==> config.mk <==
export PLATFORM = sky130hd
export DESIGN_NAME = fault_mem_cfg
export DESIGN_NICKNAME = d
export VERILOG_FILES = /design/src/rtl/fault_mem_cfg.sv
export SDC_FILE = /design/constraint.sdc
export NUM_CORES = 1
export LEC_CHECK = 0
export CAP_MARGIN = 20
export CORE_MARGIN = 1
export CORE_UTILIZATION = 53
export CTS_CLUSTER_DIAMETER = 50
export DETAILED_ROUTE_END_ITERATION = 7
export PLACE_DENSITY = 0.71
export SLEW_MARGIN = 10
export SYNTH_ARGS = -nofsm -noshare
export SYNTH_HDL_FRONTEND = slang
export SYNTH_SLANG_ARGS = --single-unit
==> constraint.sdc <==
create_clock -name clk -period 4.2 [get_ports clk]
set_input_delay 0.63 -clock clk [delete_from_list [all_inputs] [get_ports clk]]
set_output_delay 0.63 -clock clk [all_outputs]
set_load 0.02 [all_outputs]
Power grid:
Drawn at 2 px/um. Pins as bars on the die edge.
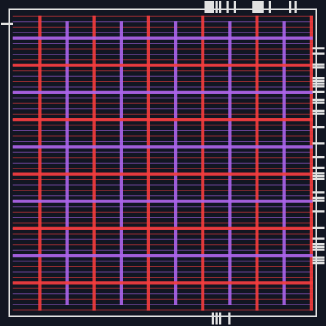
colour	net
red	VSS
purple	VDD
rows	54
met1 rails	55
signal pins	55
VDD IR-drop max: 0.234 mV
Die H: 153 um
Die Wd: 153 um

Where the registers sit:
Drawn at 2 px/um. Other sequential cells in the stronger grey, the rest of the logic in the fainter grey.
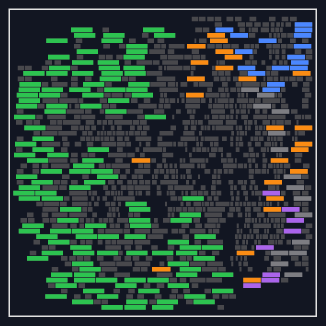
colour	signal	sequential cells
orange	cmd_q	24
blue	fault_cnt	16
green	mem	128
purple	rd_q	8
not coloured	15
Reg area: 5420 um2
P_seq: 2300 uW
final core occ: 63.0%
Seq/total area: 39.1%

Metal 2:
Drawn at 2 px/um.
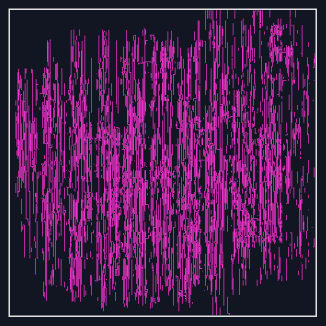
main direction	vertical
nets with wire on the layer	969
met2 usage: 49.6%
DR vias: 8934

Cell density map:
Drawn at 2 px/um. The die is cut into 15 by 15 equal tiles; black is low, pale yellow is high, 0 to 100% covered.
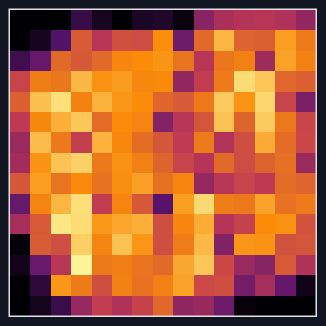
mean over tiles	58%
tiles over 75% full	25%
nearly empty tiles	4.9%
fullest tile	98%
FP Util: 54.7%
core area: 22000 um2

==> results.toml <==
# yosys + openroad results
[run_status]
status = "finished, violations left"
violations = "design-rule violations"

[logic_synthesis]
synth_nets = 1011
postSynthSeqShare_pct = 45.0
synth-edff-count = 128
synth-seq-cells = 191
top_cell = "mux2i_1"
mux_area_share_pct = 27.7
synth_cells = 980
adder_share_pct = 0.104
synth.cellmix.simpleShare_pct = 9.33
synth-main-ff-cell = "edfxtp_1"
topCellsByArea = "edfxtp_1, mux2i_1, dfrtp_1"
synth_area_um2 = 12000
top_area_share_pct = 31.9
xor_area_share_pct = 2.68
async_flop_share_pct = 33.0
ys_cells = 980
synthTopCellsByCount = "mux2i_1, edfxtp_1, dfrtp_1"
synth_area_per_cell_um2 = 12.3

[setup_path]
crit_slowest_cell = "mux4_1"
path_class = "register to register"
start_kind = "register"
crit_chain = "mux4_1, mux2_2, a22o_1, a2111oi_4, nand4_4, nand2_1, nand2_2, buf_4, nor3_1, o21bai_1"
rr_worst_depth = 10
max_stage_delay_ns = 0.57

[sta]
hold_viol = 0
max_freq_ghz = 0.257
finalClockPeriodUsage_pct = 92.6
holdWs_ns = 0.313
setup_ws_ns = 0.311
slew_headroom_pct = 26.8
finalSetupViolations = 0
fin_tns_setup_ns = 0

[cts]
cts_max_level = 4
clk_path_buf_depth = 2
cts-hold-fix-buffers = 0
cts.sinks = 191
cts_inserted_buffers = 17
cts_root_buffer = "clkbuf_16"

[run]
drv_cap = 0
openroad.warnings = 26

[grt]
grt_use_total_pct = 31.0
grt_pass1_vias = 8851
grt_busiest_layer = "met2"
gr-total-overflow = 0
antenna_found_initial = 0
use_met3_pct = 5.29

[place]
post_dp_cell_area_um2 = 13300
dp_hpwl_um = 25400
post-place-cells = 1305
port_buffers = 54

[final_layout]
logic_gates = 676
nNonClkInverters = 14
seq_cells = 191
diodes = 0
buf_share_pct = 9.64
clk_share_pct = 4.38
comb_share_pct = 44.0
fill_cells = 1704
area_delta_synth_final_pct = 15.1

[detailed_routing]
drt_iter0_markers = 900
viasPerCell = 6.68
routed_wl_um = 35100
drt_drc_violations_left = 10
drt-met1-wl_um = 14300

[pwr]
pwr-share-seq_pct = 41.5
p_leak_uw = 0.00487
pwr.group.clock_uw = 1660
p_comb_uw = 1580
switching_share_pct = 33.6
p_int_uw = 3680
top_power_group = "registers"

[hold_path]
hp-class = "primary input to async pin"

[floorplanning]
io_pins = 55
-- critical path, delay by kind of cell (launching register included) --
kind / cells / cell delay [ns]
multiplexers: 2 / 0.88
flip-flops: 1 / 0.48
AND-OR/OR-AND: 3 / 1.14
buffers and inverters: 1 / 0.22
AND/OR/NAND/NOR: 4 / 0.80
-- cells in the final DEF (no fill, tap or decap), drive strengths merged, types with 22 or more instances in the layout --
cell	netlist	final
edfxtp	128	128
mux2	42	42
inv	14	23
dfrtp	63	63
nand3	29	29
buf	49	91
nand2	44	44
clkdlybuf4s50	0	53
mux2i	162	162
nor2	28	28
mux4	53	53
o21ai	32	32
xnor2	31	31
nor3	23	23
a21oi	47	47
a22oi	22	22
Power is estimated from default activity; no workload was simulated.
